==> src/rtl/vsrc_pkg.sv <==
// ---------------------------------------------------------------------------
// vsrc_pkg
// Shared definitions for the video source switch:
//   vsrcState_e : switch FSM states (RUN, DRAIN, BLANK)
//   selWidth()  : width of a channel-select field for a given channel count
// ---------------------------------------------------------------------------
package vsrc_pkg;

  // RUN   : full pass-through of the current channel
  // DRAIN : still showing the old channel, waiting for its frame to end
  // BLANK : new channel selected, picture blanked until its frame starts
  typedef enum logic [1:0] {
    RUN   = 2'd0,
    DRAIN = 2'd1,
    BLANK = 2'd2
  } vsrcState_e;

  // Select width is clog2 of the channel count, never narrower than one bit
  function automatic int selWidth(input int numCh);
    return (numCh <= 2) ? 1 : $clog2(numCh);
  endfunction

endpackage

==> src/rtl/vsrc_activity.sv <==
// ---------------------------------------------------------------------------
// vsrc_activity
// Per-channel vsync rising-edge detector and optional activity timeout.
// Build option: VIDEO_SRC_SWITCH_TIMEOUT_EN adds a saturating counter that
// flags the channel inactive after TO_CYC cycles without a vsync rise;
// without it the channel always reads as active once out of reset.
// Ports:
//   clk      in  pixel clock
//   reset_n  in  synchronous active-low reset
//   vs_i     in  channel vsync
//   vsRise_o out vsync rising edge this cycle (combinational)
//   active_o out channel has shown a vsync rise within TO_CYC cycles
// ---------------------------------------------------------------------------
module vsrc_activity #(
  parameter int unsigned TO_CYC = 2**22
) (
  input  logic clk,
  input  logic reset_n,
  input  logic vs_i,
  output logic vsRise_o,
  output logic active_o
);

  logic vsDly_q;
  logic active_q;

  assign vsRise_o = vs_i & ~vsDly_q;
  assign active_o = active_q;

  // One-cycle delayed copy of vsync for edge detection
  always_ff @(posedge clk) begin
    if (!reset_n) vsDly_q <= 1'b0;
    else          vsDly_q <= vs_i;
  end

`ifdef VIDEO_SRC_SWITCH_TIMEOUT_EN
  localparam int unsigned CNT_W = $clog2(TO_CYC + 1);
  localparam logic [CNT_W-1:0] CNT_MAX = CNT_W'(TO_CYC);

  logic [CNT_W-1:0] cnt_q;
  logic [CNT_W-1:0] cnt_d;

  // Count cycles since the last vsync rise, holding at the timeout value
  always_comb begin
    cnt_d = cnt_q;
    if (vsRise_o)              cnt_d = '0;
    else if (cnt_q != CNT_MAX) cnt_d = cnt_q + 1'b1;
  end

  // The activity flag is registered off the next count so it tracks the
  // counter exactly while still reading zero during reset
  always_ff @(posedge clk) begin
    if (!reset_n) begin
      cnt_q    <= '0;
      active_q <= 1'b0;
    end else begin
      cnt_q    <= cnt_d;
      active_q <= (cnt_d < CNT_MAX);
    end
  end
`else
  // No timeout: every channel is considered active outside reset
  always_ff @(posedge clk) begin
    if (!reset_n) active_q <= 1'b0;
    else          active_q <= 1'b1;
  end
`endif

endmodule

==> src/rtl/video_src_switch.sv <==
// ---------------------------------------------------------------------------
// video_src_switch
// Frame-aligned switch between NUM_CH synchronous video sources. A request
// waits for the current frame to end (DRAIN), then blanks the picture on the
// new channel until its first frame starts (BLANK), then passes it through.
// Build option: VIDEO_SRC_SWITCH_TIMEOUT_EN lets DRAIN/BLANK give up on a
// channel whose vsync has gone quiet for TO_CYC cycles.
// Ports:
//   clk, reset_n                 clock, synchronous active-low reset
//   in_de/in_hs/in_vs [NUM_CH]   per-channel timing, bit i = channel i
//   in_rgb [NUM_CH*3*CW]         per-channel {R,G,B}
//   sel_req, sel_vld             requested channel and its strobe
//   sel_cur                      channel currently driving the output
//   busy                         switch pending
//   sel_err                      one-cycle pulse on an out-of-range request
//   ch_active [NUM_CH]           per-channel vsync activity
//   out_de/hs/vs, out_r/g/b      registered selected video
// ---------------------------------------------------------------------------
module video_src_switch
  import vsrc_pkg::*;
#(
  parameter  int NUM_CH = 2,
  parameter  int CW     = 12,
  parameter  int DEF_CH = 0,
  parameter  int TO_CYC = 2**22,
  localparam int SEL_W  = selWidth(NUM_CH)
) (
  input  logic                   clk,
  input  logic                   reset_n,
  input  logic [NUM_CH-1:0]      in_de,
  input  logic [NUM_CH-1:0]      in_hs,
  input  logic [NUM_CH-1:0]      in_vs,
  input  logic [NUM_CH*3*CW-1:0] in_rgb,
  input  logic [SEL_W-1:0]       sel_req,
  input  logic                   sel_vld,
  output logic [SEL_W-1:0]       sel_cur,
  output logic                   busy,
  output logic                   sel_err,
  output logic [NUM_CH-1:0]      ch_active,
  output logic                   out_de,
  output logic                   out_hs,
  output logic                   out_vs,
  output logic [CW-1:0]          out_r,
  output logic [CW-1:0]          out_g,
  output logic [CW-1:0]          out_b
);

  localparam logic [SEL_W-1:0] DEF_SEL  = SEL_W'(DEF_CH);
  localparam logic [SEL_W:0]   NUM_CH_W = (SEL_W+1)'(NUM_CH);

  vsrcState_e       state_q, state_d, edgeState;
  logic [SEL_W-1:0] selCur_q, selCur_d;
  logic [SEL_W-1:0] target_q, target_d;
  logic             hold_q, hold_d;
  logic             err_q;
  logic             reqValid, reqBad, curIdle, blank;
  logic [NUM_CH-1:0] vsRise;
  logic [NUM_CH-1:0] chActive;
  logic [3*CW-1:0]  chRgb [NUM_CH];
  logic             outDe_q, outHs_q, outVs_q;
  logic [3*CW-1:0]  outRgb_q;

  for (genvar g = 0; g < NUM_CH; g++) begin : gChan
    assign chRgb[g] = in_rgb[g*3*CW +: 3*CW];

    vsrc_activity #(.TO_CYC(TO_CYC)) uActivity (
      .clk      (clk),
      .reset_n  (reset_n),
      .vs_i     (in_vs[g]),
      .vsRise_o (vsRise[g]),
      .active_o (chActive[g])
    );
  end

`ifdef VIDEO_SRC_SWITCH_TIMEOUT_EN
  assign curIdle = ~chActive[selCur_q];
`else
  assign curIdle = 1'b0;
`endif

  // State register: FSM state, current/pending channel, blank hold, error
  always_ff @(posedge clk) begin
    if (!reset_n) begin
      state_q  <= RUN;
      selCur_q <= DEF_SEL;
      target_q <= DEF_SEL;
      hold_q   <= 1'b0;
      err_q    <= 1'b0;
    end else begin
      state_q  <= state_d;
      selCur_q <= selCur_d;
      target_q <= target_d;
      hold_q   <= hold_d;
      err_q    <= reqBad;
    end
  end

  // Next state: vsync/timeout events act on the registered state first, and a
  // same-cycle request is then applied on top of that result
  always_comb begin
    state_d   = state_q;
    selCur_d  = selCur_q;
    target_d  = target_q;
    hold_d    = hold_q;
    edgeState = state_q;
    reqValid  = sel_vld && ({1'b0, sel_req} < NUM_CH_W);
    reqBad    = sel_vld && !reqValid;

    // A timed-out channel keeps the picture blanked until its first frame
    if (vsRise[selCur_q]) hold_d = 1'b0;

    case (state_q)
      DRAIN: begin
        if (vsRise[selCur_q] || curIdle) begin
          selCur_d  = target_q;
          edgeState = BLANK;
        end
      end
      BLANK: begin
        if (vsRise[selCur_q]) begin
          edgeState = RUN;
        end else if (curIdle) begin
          edgeState = RUN;
          hold_d    = 1'b1;
        end
      end
      default: ;
    endcase

    state_d = edgeState;
    if (reqValid) begin
      case (edgeState)
        RUN: begin
          if (sel_req != selCur_d) begin
            target_d = sel_req;
            state_d  = DRAIN;
          end
        end
        DRAIN: target_d = sel_req;
        BLANK: begin
          if (sel_req == selCur_d) begin
            state_d = RUN;
          end else begin
            target_d = sel_req;
            selCur_d = sel_req;
          end
        end
        default: ;
      endcase
    end
  end

  // Output decode from the registered state
  always_comb begin
    busy  = (state_q != RUN);
    blank = (state_q == BLANK) || hold_q;
  end

  // Registered video path; sync always follows the selected channel while
  // data enable and colour are forced low during blanking
  always_ff @(posedge clk) begin
    if (!reset_n) begin
      outDe_q  <= 1'b0;
      outHs_q  <= 1'b0;
      outVs_q  <= 1'b0;
      outRgb_q <= '0;
    end else begin
      outDe_q  <= blank ? 1'b0 : in_de[selCur_q];
      outHs_q  <= in_hs[selCur_q];
      outVs_q  <= in_vs[selCur_q];
      outRgb_q <= blank ? '0 : chRgb[selCur_q];
    end
  end

  assign sel_cur   = selCur_q;
  assign sel_err   = err_q;
  assign ch_active = chActive;
  assign out_de    = outDe_q;
  assign out_hs    = outHs_q;
  assign out_vs    = outVs_q;
  assign out_r     = outRgb_q[3*CW-1:2*CW];
  assign out_g     = outRgb_q[2*CW-1:CW];
  assign out_b     = outRgb_q[CW-1:0];

endmodule

==> config.mk <==
export PLATFORM = sky130hd
export DESIGN_NAME = video_src_switch
export DESIGN_NICKNAME = d
export VERILOG_FILES = /design/src/rtl/vsrc_pkg.sv /design/src/rtl/vsrc_activity.sv /design/src/rtl/video_src_switch.sv
export SDC_FILE = /design/constraint.sdc
export NUM_CORES = 1
export LEC_CHECK = 0
export ABC_CLOCK_PERIOD_IN_PS = 3100
export CORE_ASPECT_RATIO = 1.75
export CORE_UTILIZATION = 39
export CTS_BUF_LIST = sky130_fd_sc_hd__clkbuf_8
export CTS_CLUSTER_DIAMETER = 200
export CTS_CLUSTER_SIZE = 40
export DETAILED_ROUTE_END_ITERATION = 12
export GPL_TIMING_DRIVEN = 0
export PLACE_DENSITY = 0.87
export REMOVE_ABC_BUFFERS = 1
export SLEW_MARGIN = 20
export SYNTH_ARGS = -nofsm -noshare
export SYNTH_HDL_FRONTEND = slang
export SYNTH_HIERARCHICAL = 1
export SYNTH_SLANG_ARGS = --single-unit
==> constraint.sdc <==
create_clock -name clk -period 3.1 [get_ports clk]
set_input_delay 0.62 -clock clk [delete_from_list [all_inputs] [get_ports clk]]
set_output_delay 0.62 -clock clk [all_outputs]
set_load 0.01 [all_outputs]
==> out/writeup.txt, run 1 <==
The flow ran to the end, and the final reports show no timing, DRC or antenna violations. The tightest hold path in the finished design has a slack of 0.504 ns. The via count of the first global-routing pass came out at 1542. The startpoint identified for the worst hold timing path is target_q. The final layout reports a setup TNS of 0 ns. The worst slew margin relative to its limit is 50.2%, and the average wire per cell in the routed design is 14.4 um. Among all stages on the critical path, the maximum delay recorded is 0.84 ns. With the mux share of post-synthesis cell area at 23.4%, the worst-skew pair later-pin latency is 0.29 ns. With the number of distinct library cells after synthesis at 29, the count of nets left with antenna violations after detail routing is 0. The floorplan has 32 rows. Cell type group with the largest total delay on the critical path: flip-flops.

Per STA, the endpoint of the critical path is sel_cur. After layout, the worst setup slack is 0.666 ns. STA classifies the critical path endpoint as a primary output.

The number of vias per cell after detailed routing is 4.78, and the clock period minus worst slack is 2.43 ns. After the last flow step, the layout net total stands at 382. The yosys cell count was 175. The capture point of the worst register-to-register path is recorded as sel_cur. The run gives 10.6 um2 for the average cell area after synthesis. The final wirelength came out at 5.02 mm. Of the cells placed in the final design, the portion with a size suffix greater than 1 is 5.05%. In the synthesis report, Yosys lists the chip area as 0.00185 mm2. The number of post-CTS setup repair buffers was 0; the total of max-cap violations was 0.

Yosys reported a register bit count of 47. Most common flop cell mapped by yosys: sky130_fd_sc_hd__dfxtp_1. The number of warning messages in the logs was 28; the proportion of synthesized flip-flops having asynchronous set or reset was 0%. The fraction of the cycle the final worst path needs came out at 78.5%. The report lists the cells along the critical path as clkdlybuf4s50_1. The slowest stage cell on the critical path was sky130_fd_sc_hd__dfxtp_4. The run gives 2.48 ns for the endpoint required time on the critical path. Setup repair after global routing left no endpoint under its margin. The pin closest to its max-slew limit shows a slew of 0.746 ns. The run gives 43 for the peak fanout along the critical path. The maximum resistive drop on vdd is 414 uV. The maximum number of pins on one net before global-route repair was 44; the number of gates on the worst path with buffers counted was 1. With the via count at 1663, the arrival time reported for the critical path endpoint is 1.81 ns. After layout, the setup clock skew is reported as 0.00309 ns.
[run 1: registers in the layout (all words and copies together) (netlist names)]
signal                    count
state_q                       2
out_vs                        1
outRgb_q                     36
gChan.uActivity/active_o      2
out_hs                        1
sel_cur                       1
target_q                      1
out_de                        1
gChan.uActivity/vsDly_q       2
[run 1: cell type report]
cell class,instances,share of cell area (%)
multi-input combinational,111,25.7
timing repair buffer,124,38.6
inverter,7,0.816
clock inverter,2,1.09
tap,51,1.98
sequential,47,29.3
clock buffer,6,2.57
[run 1: synth_stat cells, types with 2 or more instances]
cell type and n:
sky130_fd_sc_hd__nand2b_1 3, sky130_fd_sc_hd__buf_4 2, sky130_fd_sc_hd__nor2_1 39, sky130_fd_sc_hd__and2_1 2, sky130_fd_sc_hd__dfxtp_1 47, sky130_fd_sc_hd__a21oi_1 2, sky130_fd_sc_hd__nor2b_4 2, sky130_fd_sc_hd__mux2i_1 41
sky130_fd_sc_hd__buf_2 3, sky130_fd_sc_hd__inv_1 7, sky130_fd_sc_hd__ha_1 4, sky130_fd_sc_hd__nand2_1 3, sky130_fd_sc_hd__clkbuf_1 4
[run 1: metal layers]
layer	vias up	GRT usage, %	wire (um)
li1	819	-	-
met1	776	16.8	1660
met2	58	39.1	2970
met3	10	5.20	289
met4	0	7.91	104
met5	-	0	0
[run 1: where the power goes]
| group | leakage (uW) | switching (uW) | internal (uW) |
|---|---|---|---|
| Combinational | 0.000771 | 113 | 211 |
| Clock | 0.0000612 | 197 | 261 |
| Sequential | 0.000392 | 28.0 | 649 |
| Total | 0.00122 | 338 | 1120 |
[run 1: how the worst min path moves through the flow]
stage and to:
2_1_floorplan target_q, 3_5_place_dp target_q, 3_3_place_gp target_q, 6_report target_q, 5_1_grt target_q, 4_1_cts target_q
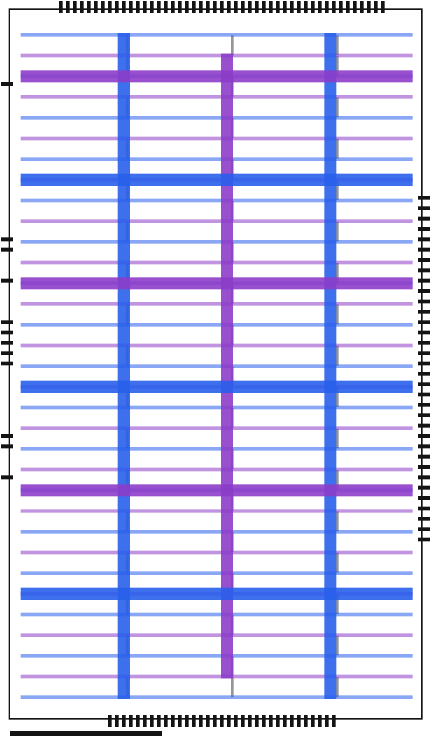
Fig. 1. PDN straps and rails (run 1).
Bar = 20 um. Pins as bars on the die edge. Tap cells in grey.
Key: blue = VSS; purple = VDD
51 tap cells. 6 straps on met5. 33 met1 rails follow the rows. The core has 32 rows.

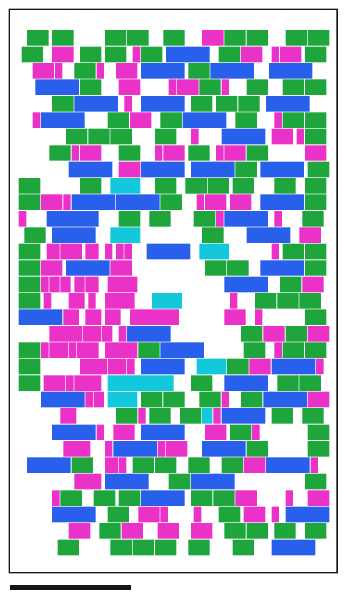
Fig. 2. Cell classes on the final placement (run 1).
Bar = 20 um.
Key: cyan = clock drivers and dummy loads [cells 8, share of their area 3.7%]; blue = flops [cells 47, share of their area 30%]; magenta = all other logic [cells 118, share of their area 27%]; green = other buffers and delay cells [cells 124, share of their area 39%]

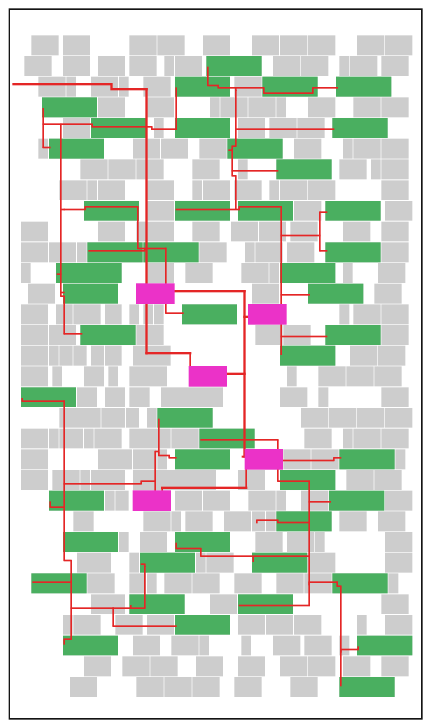
Fig. 3. Clock distribution (run 1).
Key: red = clock wires [length 541 um]; magenta = cells driving clock nets [count 5]; green = flip-flops [count 47]
There are 6 routed clock nets. Position of the flops: spread over the die.

Fig. 4: run 1, wiring by layer
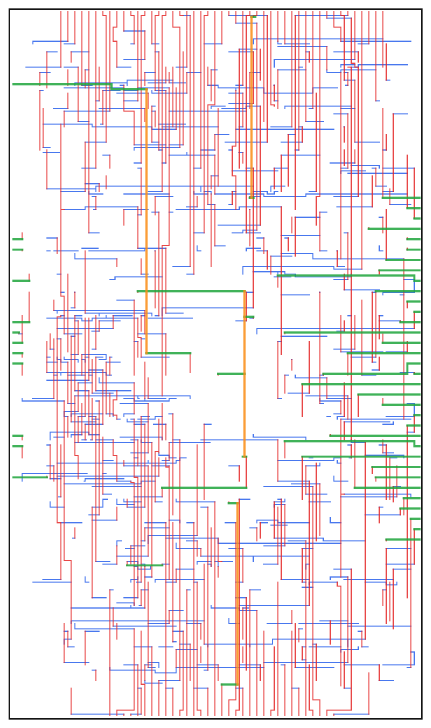

## Run 2: what changed since run 1
ABC_CLOCK_PERIOD_IN_PS = 2300   (was 3100)
CORE_UTILIZATION = 36   (was 39)
PLACE_DENSITY = 0.82   (was 0.87)
clock period = 2.3 ns   (was 3.1 ns; I/O delays follow)
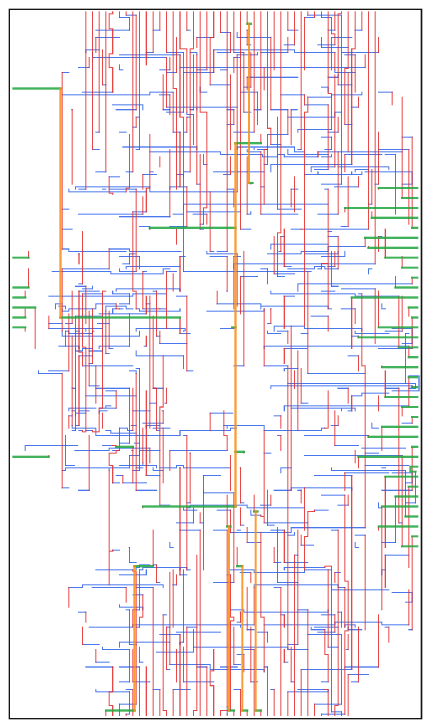
Fig. 5. Wiring by layer (run 2).
Key: green = met3 [wire length 216 um]; blue = met1 [wire length 1780 um]; red = met2 [wire length 2880 um]; orange = met4 [wire length 195 um]

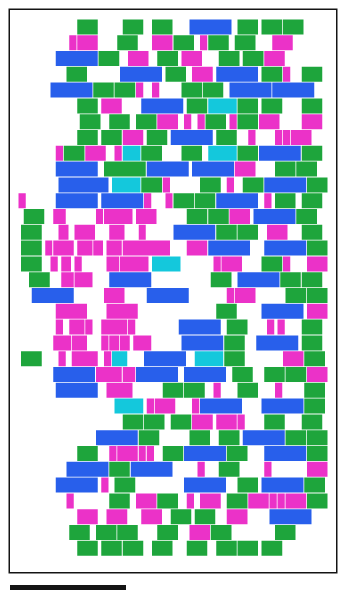
Fig. 6. Cell classes on the final placement (run 2).
Bar = 20 um.
total number of placement rows: 34
fraction of area in registers: 29.3%
Core Area: 0.00493 mm2
final core utilization: 65.3%

==> out/writeup.txt, run 2 <==
The total of max-cap violations was 0 (unchanged). The tools report the clock network fraction of design power as 28.2% (was 31.4%). The logs give 23.7% (was 22.2%) for the combinational fraction of design power and 1410 uW (was 1120 uW) for the design internal power. The run gives 3.07% (was 3.65%) for the relative area of clock buffers and inverters in the final design. The highest signal layer in the routed design was met4 (unchanged). Number of vias per cell after detailed routing: 4.71 (was 4.78).

The run gives 0.243 ns (was 0.666 ns) as the final worst-path setup slack. The final hold slack was 0.504 ns (about the same); the clock period minus worst slack was 2.06 ns. The maximum resistive drop on vdd is 543 uV (was 414 uV), and the buffer share of cell area is 39.1% (was 38.6%). The register ranked first by flip-flop count is outRgb_q (unchanged). The post-synth area from yosys stat is 0.00185 mm2 (unchanged). Transition time of the tightest slew-check pin: 0.723 ns (was 0.746 ns).

The critical path capture point type is a primary output (unchanged). Switching power: 475 uW (was 338 uW). The flow ran to the end, and the final reports show no timing, DRC or antenna violations. Yosys cell count: 175 (unchanged). Arrival time reported for the critical path endpoint: 1.60 ns (was 1.81 ns). The tools report the via count of the first global-routing pass as 1705 (was 1542). Most common flop cell mapped by yosys: sky130_fd_sc_hd__dfxtp_1 (unchanged).

For the well-tap cell count, the log shows 54 (was 51). The multi-input combinational cell count is 111 (unchanged). The logs give 0 ns (unchanged) for the total negative slack and 0.30 ns (was 0.29 ns) for the worst-skew pair later-pin latency.

The via count was 1659 (was 1663); the sequential cell count of the final layout was 47 (unchanged). Post-route period utilization is reported as 89.4%. For the sequential cell fraction of total power, the log shows 48.0% (was 46.4%). Most common cell in the netlist: sky130_fd_sc_hd__dfxtp_1 (unchanged). The clock skew is 0.00847 ns (was 0.00309 ns), and the number of post-CTS setup repair buffers is 0 (unchanged). The run gives 10.6 um2 (unchanged) for the average cell area after synthesis.

The average wire per cell in the routed design came out at 14.4 um (about the same). The run gives 5.37% (was 5.05%) for the fraction of final layout cells sized beyond drive strength 1. The largest contributor to cell area by class is non-clock buffers (unchanged).
-- run 2: path summary, 6_finish.rpt --
path	from	end	slack, ns	cells after the start
worst max-delay path	state_q[0]	busy	0.24	4
worst max register to register	sel_cur	target_q	0.55	4
worst min-delay path	target_q	target_q	0.50	2
worst min register to register	target_q	target_q	0.50	2
-- run 2: critical path, stage by stage (launching register included) --
cell	delay, ns
sky130_fd_sc_hd__dfxtp_1	0.40
sky130_fd_sc_hd__inv_1	0.11
sky130_fd_sc_hd__ha_1	0.21
sky130_fd_sc_hd__inv_1	0.05
sky130_fd_sc_hd__clkdlybuf4s50_1	0.52
-- run 2: metal layers --
| metal | GRT usage, % | vias to the layer above |
|---|---|---|
| li1 | - | 821 |
| met1 | 17.0 | 759 |
| met2 | 36.4 | 62 |
| met3 | 3.48 | 17 |
| met4 | 10.7 | 0 |
| met5 | 0 | - |
-- run 2: power groups by stage --
stage / Sequential [uW] / Clock, uW / Combinational (uW)
6_report: 903 / 531 / 447
5_1_grt: 911 / 579 / 479
4_1_cts: 912 / 547 / 439
3_5_place_dp: 931 / 0 / 437
3_3_place_gp: 930 / 0 / 434
2_1_floorplan: 957 / 0 / 130
-- run 2: kinds of logic (layout without fill, tap and decap cells) --
logic type,Yosys count,in the layout,synth area share (%)
simple gates,50,50,12.0
flops,47,47,50.9
mux,42,42,23.4
buf+inv,17,140,4.47
compound gates,14,14,6.23
fa+ha+maj,4,4,2.71
other cells,1,1,0.203
Fig. 7: run 2, clock distribution
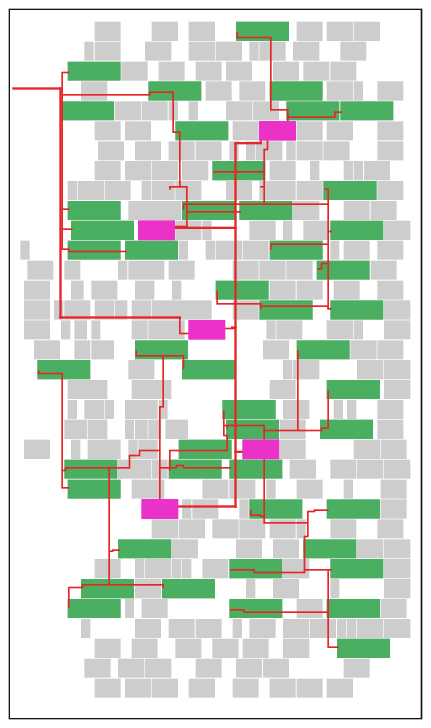

## Run 3: what changed since run 2
CORE_MARGIN = 3   (was default)
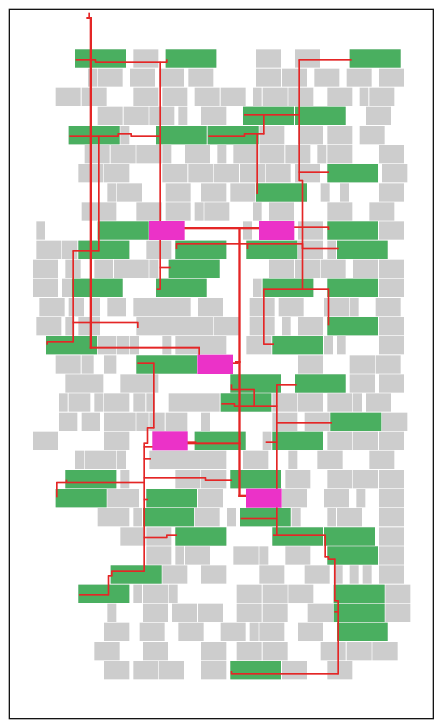
Fig. 8. Clock distribution (run 3).
Key: magenta = cells driving clock nets [count 5]; red = clock wires [length 557 um]; green = flip-flops [count 47]
There are 6 routed clock nets.

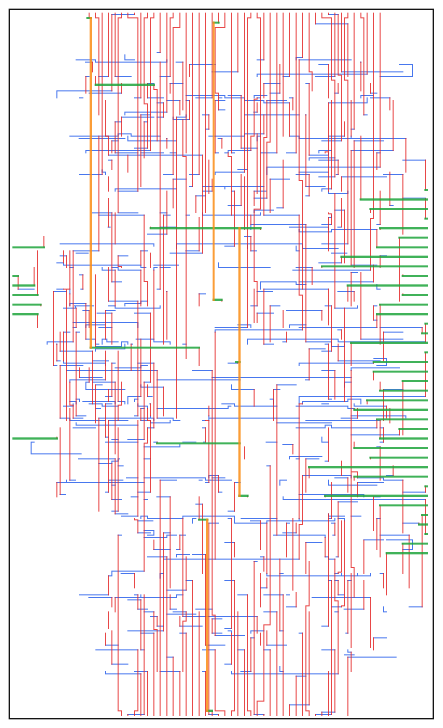
Fig. 9. Wiring by layer (run 3).
Key: blue = met1 [wire length 1640 um]; orange = met4 [wire length 152 um]; red = met2 [wire length 3150 um]; green = met3 [wire length 328 um]

==> out/writeup.txt, run 3 <==
The via count was 1661 (was 1659). The met1 track demand over resource came out at 15.5% (was 17.0%). The run finished with clean final reports. The routing layer with the top usage in global route was met2 (unchanged). The clock period minus worst slack came out at 2.05 ns (was 2.06 ns). The tools report the sum of met3 wire segment lengths after detailed routing as 328 um (was 216 um).

The flip-flop count of the largest register after layout is 36 (unchanged), and the average wire per cell in the routed design is 15.0 um (was 14.4 um). The global-route track usage on met2 came out at 33.8% (was 36.4%). Proportion of synthesized flip-flops having asynchronous set or reset: 0% (unchanged).

The fraction of the cycle the final worst path needs was 89.1% (was 89.4%); the longest individual stage delay on the worst path was 0.52 ns (about the same). The post-synth area from yosys stat was 0.00185 mm2 (unchanged); the maximum resistive drop on vdd was 645 uV (was 543 uV). The most common flop cell mapped by yosys was sky130_fd_sc_hd__dfxtp_1 (unchanged). The run gives 0 (unchanged) for the total of max-cap violations.

The number of vias per cell after detailed routing is 4.73 (was 4.71). Critical path capture point type: a primary output (unchanged). For the count of nets left with antenna violations after detail routing, the log shows 0 (unchanged). Register ranked first by flip-flop count: outRgb_q (unchanged). The met2 routed wirelength is 3.15 mm (was 2.88 mm). The run gives 1.59 ns (was 1.60 ns) as the arrival time reported for the critical path endpoint.

Met3 capacity usage during global routing: 3.72% (was 3.48%). For the final worst-path setup slack, the log shows 0.250 ns (was 0.243 ns). The most common cell in the netlist is sky130_fd_sc_hd__dfxtp_1 (unchanged).

Fraction of final layout cells sized beyond drive strength 1: 5.35% (was 5.37%). The peak fanout along the critical path was 4 (unchanged). The standard-cell row count was 33 (was 34); the number of distinct library cells after synthesis was 29 (unchanged). The detailed-route wire length on metal 1 is 1.64 mm (was 1.78 mm). For the final core utilization, the log shows 67.8% (was 65.3%). The estimated wirelength of the detail-placed design is 4.17 mm (was 3.80 mm), and the number of warning messages in the logs is 28 (unchanged). The average cell area after synthesis was 10.6 um2 (unchanged). The run gives 1.84 ns (about the same) as the endpoint required time on the critical path. Synth cell count leaders: 47 x sky130_fd_sc_hd__dfxtp_1, 41 x sky130_fd_sc_hd__mux2i_1, 39 x sky130_fd_sc_hd__nor2_1 (unchanged). The maximum number of pins on one net before global-route repair is 33 (was 44).

Worst-path cell chain: inv_1 -> ha_1 -> inv_1 -> clkdlybuf4s50_1 (unchanged). The run gives 0 ns (unchanged) for the total negative slack. The slowest stage cell on the critical path is sky130_fd_sc_hd__clkdlybuf4s50_1 (unchanged).

The placeable core area was 0.00483 mm2 (was 0.00493 mm2). With the number of synthesized register bits at 47 (unchanged), the yosys cell count is 175 (unchanged). The highest signal layer in the routed design is met4 (unchanged). Setup repair after global routing left no endpoint under its margin.
[run 3: cell count changes in the layout (fill, tap and decap cells not counted)]
| cell | before | now |
|---|---|---|
| sky130_fd_sc_hd__buf_12 | 1 | 2 |
| sky130_fd_sc_hd__bufinv_16 | 0 | 2 |
| sky130_fd_sc_hd__clkinv_4 | 1 | 0 |
| sky130_fd_sc_hd__inv_1 | 7 | 8 |
| sky130_fd_sc_hd__clkbuf_8 | 6 | 5 |
| sky130_fd_sc_hd__clkinvlp_4 | 1 | 0 |
[run 3: power by group]
| group | switching, uW | internal, uW |
|---|---|---|
| clock network | 269 | 430 |
| registers | 28.7 | 874 |
| logic | 160 | 292 |
| total | 458 | 1600 |
[run 3: repair_timing]
action                     CTS  global route
setup endpoints to repair    1             0
gates resized                0             0
buffers inserted             1             0
[run 3: cell type report]
type	count	area (um2)
clock inverters	3	63.8
multi-input cells	111	826
clock buffers	5	68.8
flip-flops and latches	47	945
repair buffers	126	1280
fillers	385	1560
inverters	7	26.3
well taps	52	65.1
[run 3: logic make-up after synthesis]
logic type / count (synthesis) / share of synthesized area (%)
DFF: 47 / 50.9
AOI/OAI and AO/OA: 14 / 6.23
and+or+nand+nor: 50 / 12.0
buffers and inverters: 17 / 4.47
adders and majority gates: 4 / 2.71
muxes: 42 / 23.4
other: 1 / 0.203
[run 3: path summary, 6_finish.rpt]
path / start / end / slack, ns / cells after the start
setup / recovery: state_q[0] / busy / 0.25 / 4
setup reg to reg: sel_cur / sel_cur / 0.58 / 4
hold / removal: target_q / target_q / 0.50 / 2
hold reg to reg: target_q / target_q / 0.50 / 2
[run 3: tightest hold or removal path, cell delays in order, from the launching register on]
cell	delay, ns
sky130_fd_sc_hd__dfxtp_1	0.34
sky130_fd_sc_hd__nand2_1	0.07
sky130_fd_sc_hd__mux2i_1	0.06

==> notes/layouts.md <==
Pictures saved along the way, in no particular order.

Routing congestion.
Plate I
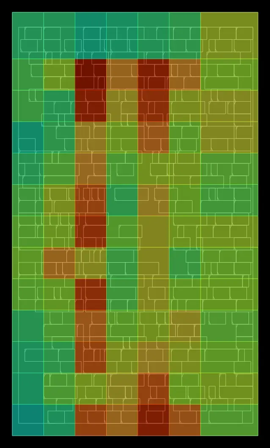
Plate II
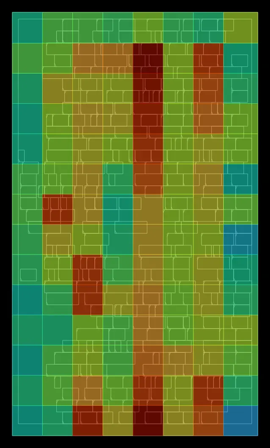
Plate III
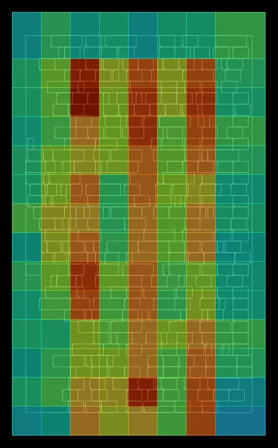
Run 2 is Plate II.
Run 3 is Plate III.
Run 1 is Plate I.

Power is estimated from default activity; no workload was simulated.
